$ cat src/rtl/bonus_box_scorer.sv
// bonus_box_scorer: per-level scoring for the maze game.
// Watches player moves for the +BONUS / -BONUS boxes, keeps a saturating score,
// applies a one-point time penalty per scoreTick and hands each collected box
// to the drawer as a single erase request held until it is acknowledged.
module bonus_box_scorer #(
  parameter int SCORE_W     = 8,
  parameter int START_SCORE = 50,
  parameter int MAX_SCORE   = 99,
  parameter int BONUS       = 5
) (
  input  logic               clock,
  input  logic               reset,
  input  logic               playHard,
  input  logic               playMedium,
  input  logic               playEasy,
  input  logic               externalReset,
  input  logic [4:0]         scorePlusFiveX,
  input  logic [4:0]         scorePlusFiveY,
  input  logic [4:0]         scoreMinusFiveX,
  input  logic [4:0]         scoreMinusFiveY,
  input  logic [4:0]         playerX,
  input  logic [4:0]         playerY,
  input  logic               moveValid,
  input  logic               scoreTick,
  input  logic               levelDone,
  input  logic               eraseAck,
  output logic [SCORE_W-1:0] score,
  output logic               plusBoxActive,
  output logic               minusBoxActive,
  output logic               eraseReq,
  output logic [4:0]         eraseX,
  output logic [4:0]         eraseY,
  output logic               levelActive,
  output logic               gameOver
);

  typedef enum logic [1:0] {
    IDLE  = 2'd0,
    PLAY  = 2'd1,
    ERASE = 2'd2,
    DONE  = 2'd3
  } state_t;

  localparam logic [SCORE_W-1:0] START_S = SCORE_W'(START_SCORE);
  localparam logic [SCORE_W-1:0] MAX_S   = SCORE_W'(MAX_SCORE);
  localparam logic [SCORE_W-1:0] BONUS_S = SCORE_W'(BONUS);
  // One extra bit so the +BONUS sum cannot wrap before it is clamped.
  localparam logic [SCORE_W:0]   MAX_X   = (SCORE_W+1)'(MAX_SCORE);
  localparam logic [SCORE_W:0]   BONUS_X = (SCORE_W+1)'(BONUS);

  state_t             state_reg, state_next;
  logic [SCORE_W-1:0] score_reg, score_next;
  logic               plus_active_reg, plus_active_next;
  logic               minus_active_reg, minus_active_next;
  logic               erase_req_reg, erase_req_next;
  logic [4:0]         erase_x_reg, erase_x_next;
  logic [4:0]         erase_y_reg, erase_y_next;
  logic               done_pending_reg, done_pending_next;
  logic               level_active_reg, game_over_reg;

  logic               one_sel;
  logic               plus_hit;
  logic               minus_hit;
  logic [SCORE_W:0]   plus_sum;
  logic [SCORE_W-1:0] plus_score;
  logic [SCORE_W-1:0] minus_score;
  logic [SCORE_W-1:0] bonus_score;

  // Saturating decrement used for the time penalty.
  function automatic logic [SCORE_W-1:0] dec_sat(input logic [SCORE_W-1:0] v);
    return (v == '0) ? '0 : v - 1'b1;
  endfunction

  // A level starts only when exactly one difficulty is selected.
  always_comb begin
    one_sel = 1'b0;
    case ({playHard, playMedium, playEasy})
      3'b001, 3'b010, 3'b100: one_sel = 1'b1;
      default:                one_sel = 1'b0;
    endcase
  end

  assign plus_hit  = plus_active_reg &&
                     (playerX == scorePlusFiveX) && (playerY == scorePlusFiveY);
  assign minus_hit = minus_active_reg &&
                     (playerX == scoreMinusFiveX) && (playerY == scoreMinusFiveY);

  assign plus_sum    = {1'b0, score_reg} + BONUS_X;
  assign plus_score  = (plus_sum > MAX_X) ? MAX_S : plus_sum[SCORE_W-1:0];
  assign minus_score = (score_reg >= BONUS_S) ? (score_reg - BONUS_S) : '0;

  // Next-state and next-output logic for the level FSM.
  always_comb begin
    state_next        = state_reg;
    score_next        = score_reg;
    plus_active_next  = plus_active_reg;
    minus_active_next = minus_active_reg;
    erase_req_next    = erase_req_reg;
    erase_x_next      = erase_x_reg;
    erase_y_next      = erase_y_reg;
    done_pending_next = done_pending_reg;
    bonus_score       = score_reg;

    if (externalReset) begin
      state_next        = IDLE;
      score_next        = START_S;
      plus_active_next  = 1'b1;
      minus_active_next = 1'b1;
      erase_req_next    = 1'b0;
      erase_x_next      = '0;
      erase_y_next      = '0;
      done_pending_next = 1'b0;
    end else begin
      case (state_reg)
        IDLE: begin
          score_next        = START_S;
          plus_active_next  = 1'b1;
          minus_active_next = 1'b1;
          erase_req_next    = 1'b0;
          done_pending_next = 1'b0;
          if (one_sel) begin
            state_next = PLAY;
          end
        end

        PLAY: begin
          // The plus box has priority when both boxes share a cell.
          if (moveValid && plus_hit) begin
            bonus_score       = plus_score;
            plus_active_next  = 1'b0;
            erase_x_next      = scorePlusFiveX;
            erase_y_next      = scorePlusFiveY;
            erase_req_next    = 1'b1;
            done_pending_next = levelDone;
            state_next        = ERASE;
          end else if (moveValid && minus_hit) begin
            bonus_score       = minus_score;
            minus_active_next = 1'b0;
            erase_x_next      = scoreMinusFiveX;
            erase_y_next      = scoreMinusFiveY;
            erase_req_next    = 1'b1;
            done_pending_next = levelDone;
            state_next        = ERASE;
          end else if (levelDone) begin
            state_next = DONE;
          end
          // Time penalty is taken after any bonus of the same cycle.
          score_next = scoreTick ? dec_sat(bonus_score) : bonus_score;
        end

        ERASE: begin
          if (scoreTick) begin
            score_next = dec_sat(score_reg);
          end
          if (eraseAck) begin
            erase_req_next    = 1'b0;
            done_pending_next = 1'b0;
            state_next        = (done_pending_reg || levelDone) ? DONE : PLAY;
          end else if (levelDone) begin
            done_pending_next = 1'b1;
          end
        end

        DONE: begin
          // Frozen until externalReset or reset.
        end

        default: begin
          state_next = IDLE;
        end
      endcase
    end
  end

  // State and datapath registers.
  always_ff @(posedge clock or posedge reset) begin
    if (reset) begin
      state_reg        <= IDLE;
      score_reg        <= START_S;
      plus_active_reg  <= 1'b1;
      minus_active_reg <= 1'b1;
      erase_req_reg    <= 1'b0;
      erase_x_reg      <= '0;
      erase_y_reg      <= '0;
      done_pending_reg <= 1'b0;
    end else begin
      state_reg        <= state_next;
      score_reg        <= score_next;
      plus_active_reg  <= plus_active_next;
      minus_active_reg <= minus_active_next;
      erase_req_reg    <= erase_req_next;
      erase_x_reg      <= erase_x_next;
      erase_y_reg      <= erase_y_next;
      done_pending_reg <= done_pending_next;
    end
  end

  // Status flags registered from the next state so they align with the state register.
  always_ff @(posedge clock or posedge reset) begin
    if (reset) begin
      level_active_reg <= 1'b0;
      game_over_reg    <= 1'b0;
    end else begin
      level_active_reg <= (state_next == PLAY) || (state_next == ERASE);
      game_over_reg    <= (state_next == DONE);
    end
  end

  assign score          = score_reg;
  assign plusBoxActive  = plus_active_reg;
  assign minusBoxActive = minus_active_reg;
  assign eraseReq       = erase_req_reg;
  assign eraseX         = erase_x_reg;
  assign eraseY         = erase_y_reg;
  assign levelActive    = level_active_reg;
  assign gameOver       = game_over_reg;

endmodule
$ cat config.mk
export PLATFORM = sky130hd
export DESIGN_NAME = bonus_box_scorer
export DESIGN_NICKNAME = d
export VERILOG_FILES = /design/src/rtl/bonus_box_scorer.sv
export SDC_FILE = /design/constraint.sdc
export NUM_CORES = 1
export LEC_CHECK = 0
export CAP_MARGIN = 20
export CORE_AREA = 4 4 82 84
export CTS_BUF_LIST = sky130_fd_sc_hd__clkbuf_8
export DETAILED_ROUTE_END_ITERATION = 10
export DIE_AREA = 0 0 86 88
export GPL_ROUTABILITY_DRIVEN = 0
export PLACE_DENSITY_LB_ADDON = 0.05
export SKIP_CTS_REPAIR_TIMING = 1
export SLEW_MARGIN = 10
export SYNTH_ARGS = -nofsm -noshare
export SYNTH_HDL_FRONTEND = slang
export SYNTH_SLANG_ARGS = --single-unit
$ cat constraint.sdc
create_clock -name clock -period 2.6 [get_ports clock]
set_clock_uncertainty 0.05 [all_clocks]
set_input_delay 0.52 -clock clock [delete_from_list [all_inputs] [get_ports clock]]
set_output_delay 0.52 -clock clock [all_outputs]
set_load 0.02 [all_outputs]
==> run_1/m1.png <==
Bar = 20 um.
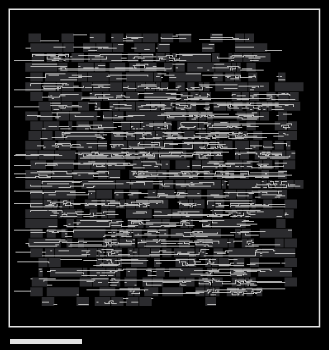
The layer carries 3780 um of wire. The wires run mostly horizontal. The longest straight run is 41.9 um.
final wirelength: 9670 um
met1 global-route usage: 27.8%
via count: 3080

==> run_1/m2.png <==
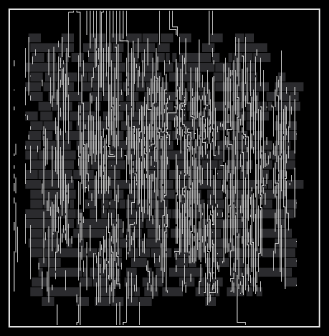
The wires run mostly vertical. 452 nets have wire on it. The layer holds 52% of the routed length. The longest straight run is 37.1 um.
met2 capacity usage during global routing: 41.8%

==> reports/results.ini, run 1 <==
[floorplanning]
rows=28
core-area_um2=5920

[critical_path]
timing.critical_path.required_ns=2.78
timing.critical_path.from=moveValid
critPathLaunchType=input port
critical-path-max-stage-delay_ns=0.49
critical_path_buf_inv_count=3
worst_setup_path_end_kind=register
critical_path.endpoint=score[1]
reg2reg_from=score[1]
critPathSlowestCell=sky130_fd_sc_hd__clkdlybuf4s50_1
cpLargestDelayFamily=simple AND/OR/NAND/NOR gates

[cts]
clock_tree.htree_level_count=1
tritoncts.num_buffers=3
clk_root_buffer_cell=sky130_fd_sc_hd__clkbuf_8

[timing]
finalHoldWorstSlack_ns=0.519
number_of_pins_exceeding_their_max_slew_limit_in_the_final_report=0
setup_ws_ns=-0.411
finalSetupViolCount=8
timing_hold_violations_final=0
timing.final.crit_share_pct=116

[grt]
grt_most_used_layer=met2
grt_start_max_net_pins=27
grt_overflow=0
groute.usage.overall_pct=23.0

[power]
power_switching_uw=819
total_power_mw=2.02
switching_fraction_pct=40.6
power_report.internal_total_mw=1.20
p_seq_share_pct=25.3
cellPowerDensity_nw_per_um2=454
clkPwrFrac_pct=17.7
comb-power_mw=1.15

[outcome]
violations_in_the_final_reports=negative setup slack
status=complete, but fails checks

[synthesis]
top_cells_by_area=sky130_fd_sc_hd__dfrtp_1 19%, sky130_fd_sc_hd__xor2_1 8.7%, sky130_fd_sc_hd__ha_1 5.5%
ys_async_sr_fraction_pct=100
yosys.cell_count.top_type=sky130_fd_sc_hd__xor2_1
floorplan.nets=366
synth-edff-count=0
synth-simple-area-share_pct=23.9
synth.yosys.seq_area_share_pct=24.2
yosys.area_share.aoi_pct=25.0
synth.yosys.chip_area_um2=2720
synth.yosys.num_cells=314
cell_taking_the_most_area_after_synthesis=sky130_fd_sc_hd__dfrtp_1

[finish]
finish.instance_area_um2=4450
layout.cells.most_common_list=85 x sky130_fd_sc_hd__buf_4, 48 x sky130_fd_sc_hd__clkdlybuf4s50_1, 25 x sky130_fd_sc_hd__nor2_1
synthesis_to_finish_area_growth_pct=63.7
fraction_of_final_layout_cells_sized_beyond_drive_strength_1_pct=36.6
logic_gate_count=260
seq_cell_count=26
final_nets=507
combAreaFraction_pct=50.4
non_clock_buffer_area_share_pct=29.9
layoutNonFillerInstCount=529

[run]
warning_count=36

[place]
numPlacedInstances=512

[worst_hold_path]
hold_end=eraseReq
hp-class=reg2reg

[detailed_routing]
drt_pre_antenna_iters=5
antenna_violating_nets_post_route=0
dr_wl_met3_um=629
met1_length_um=3780
dr.max_layer_used=met4

==> run_1/m3.png <==
Bar = 20 um.
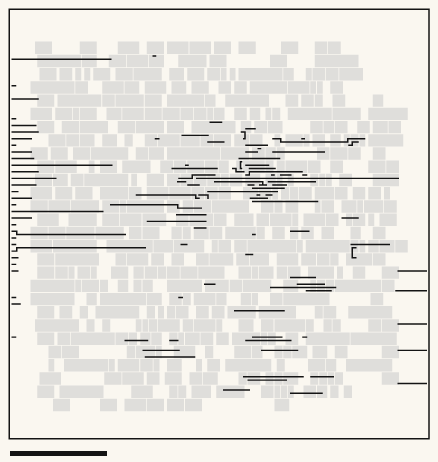
The layer holds 6.5% of the routed length. The wires run mostly horizontal.

==> run_1/ff_map.png <==
Other sequential cells in the stronger gray, the rest of the logic in the fainter gray.
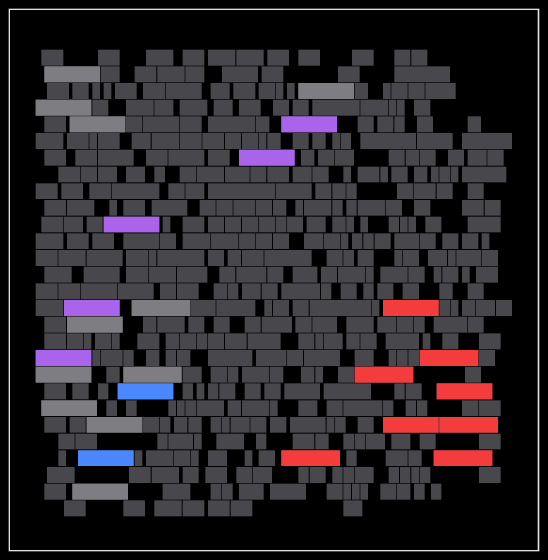
score: marked red, flops 8, where south-east. eraseY: marked purple, flops 5. state_reg: marked blue, flops 2.

==> inputs of run 2 (changes only) <==
CTS_BUF_LIST = sky130_fd_sc_hd__clkbuf_16   (was sky130_fd_sc_hd__clkbuf_8)
HOLD_SLACK_MARGIN = 0.05   (was default)
==> run_2/m3.png <==
Bar = 20 um.
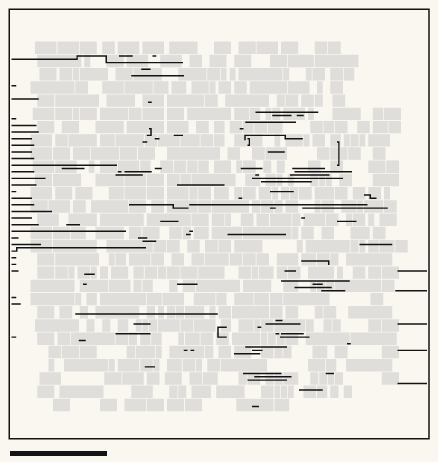
The layer holds 6.5% of the routed length. The layer carries 644 um of wire. 86 nets have wire on it.

==> run_2/ff_map.png <==
Other sequential cells in the stronger gray, the rest of the logic in the fainter gray.
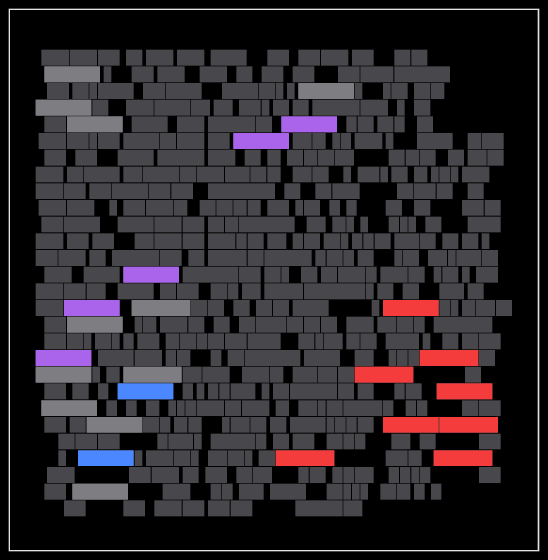
state_reg: marked blue, flops 2. score: marked red, flops 8, where south-east. eraseY: marked purple, flops 5.
Another 11 sequential cells are not colored.
area taken by flip-flops and latches: 659 um2
final design utilization: 76.6%
register fraction of the total cell area: 14.5%
power in sequential cells: 510 uW

==> run 2 against run 1 <==
The run still ends with negative setup slack left. First-iteration DRC count down 29%. Synthesized cell count stayed put. Die size did not move. Worst hold slack worse by 0.0026 ns. Critical path depth is the same. Synthesized area is the same. Clock-buffer cell count unchanged. Critical endpoint is now score[0]. Design area increased by 2.0%. Total power rose by 5.9%. Non-clock buffer count increased by 1. Via count up 1.9%.
==> reports/results.ini, run 2 <==
[outcome]
status=complete, but fails checks
violations_in_the_final_reports=negative setup slack

[run]
maxCapViolCount=0
warning_count=36  ; unchanged

[finish]
final_nets=508  ; +0.20%
seq_cell_count=26  ; unchanged
layout.cells.most_common_list=88 x sky130_fd_sc_hd__buf_4, 38 x sky130_fd_sc_hd__clkdlybuf4s50_1, 25 x sky130_fd_sc_hd__nor2_1
nNonClkInverters=14
finish.instance_area_um2=4530  ; +2.0%
fraction_of_final_layout_cells_sized_beyond_drive_strength_1_pct=38.0  ; +1.5 points
logic_gate_count=260  ; unchanged
layoutNonFillerInstCount=530  ; +0.19%
non_clock_buffer_area_share_pct=29.8  ; -0.033 points
combAreaFraction_pct=50.1  ; -0.27 points
synthesis_to_finish_area_growth_pct=66.9

[synthesis]
top_cells_by_area=sky130_fd_sc_hd__dfrtp_1 19%, sky130_fd_sc_hd__xor2_1 8.7%, sky130_fd_sc_hd__ha_1 5.5%
synthesis.area_um2=2720
yosys.area_share.aoi_pct=25.0  ; unchanged
synth.yosys.seq_area_share_pct=24.2  ; unchanged
synth.yosys.chip_area_um2=2720  ; unchanged
synth-edff-count=0  ; unchanged
yosys_most_used_dff=sky130_fd_sc_hd__dfrtp_1
ys_async_sr_fraction_pct=100  ; unchanged
synth-simple-area-share_pct=23.9  ; unchanged
yosys.cell_count.top_type=sky130_fd_sc_hd__xor2_1
synth.yosys.num_cells=314  ; unchanged
floorplan.nets=366  ; unchanged
adder_share_pct=5.53
cell_taking_the_most_area_after_synthesis=sky130_fd_sc_hd__dfrtp_1

[critical_path]
critical-path-max-stage-delay_ns=0.65  ; +0.16 ns
critical_path_buf_inv_count=3  ; unchanged
timing.critical_path.from=score[1]
critPathLaunchType=register
critical_path.cell_chain=buf_4 -> a21oi_4 -> buf_4 -> mux2i_1 -> o22ai_2 -> a211oi_4 -> buf_4 -> a22o_4 -> nor2_1 -> nand4_4 -> nand3_4 -> o221ai_1
r2r.worst_path.cells=12
critical_path.endpoint=score[0]
critPathSlowestCell=sky130_fd_sc_hd__dfstp_2
critical_path_cell_count=12
worst_setup_path_end_kind=register
cpLargestDelayFamily=AND-OR/OR-AND gates
timing.critical_path.required_ns=2.69  ; -0.09 ns

[timing]
timing_hold_violations_final=0  ; unchanged
number_of_pins_exceeding_their_max_slew_limit_in_the_final_report=0  ; unchanged
finalSetupViolCount=8  ; unchanged
finalHoldWorstSlack_ns=0.516  ; -0.00263 ns
fmax_mhz=335
setup_ws_ns=-0.389  ; +0.0220 ns

[grt]
grt_overflow=0  ; unchanged
met1_global_route_usage_pct=27.8  ; unchanged
grt_use_met2_pct=41.6  ; -0.21 points
grt_most_used_layer=met2
groute.usage.overall_pct=22.9  ; -0.059 points
grt_start_max_net_pins=27  ; unchanged

[power]
p_seq_share_pct=23.8  ; -1.5 points
total_power_mw=2.14  ; +5.9%
switching_fraction_pct=39.1  ; -1.5 points
cellPowerDensity_nw_per_um2=472  ; +3.9%
clkPwrFrac_pct=21.7  ; +4.0 points
power_switching_uw=836  ; +2.1%
power_report.internal_total_mw=1.30  ; +8.5%
comb-power_mw=1.16  ; about the same

[detailed_routing]
dr_wl_met3_um=644  ; +2.4%
route.final.wire_length_um=9990  ; +3.3%
met1_length_um=3800  ; +0.53%
drt_pre_antenna_iters=5  ; unchanged
dr.max_layer_used=met4
antenna_violating_nets_post_route=0  ; unchanged
routed-via-count=3137  ; +1.9%

[cts]
clock_tree.htree_level_count=1  ; unchanged
clk_root_buffer_cell=sky130_fd_sc_hd__clkbuf_16
tritoncts.num_buffers=3  ; unchanged
cts.sinks=26

[worst_hold_path]
hp-class=reg2reg
timing.hold.worst_path_depth=2
hold_end=eraseReq

[floorplanning]
rows=28  ; unchanged
core-area_um2=5920  ; unchanged

[place]
numPlacedInstances=512  ; unchanged

No activity file was given, so power comes from the tool's default toggle rates.
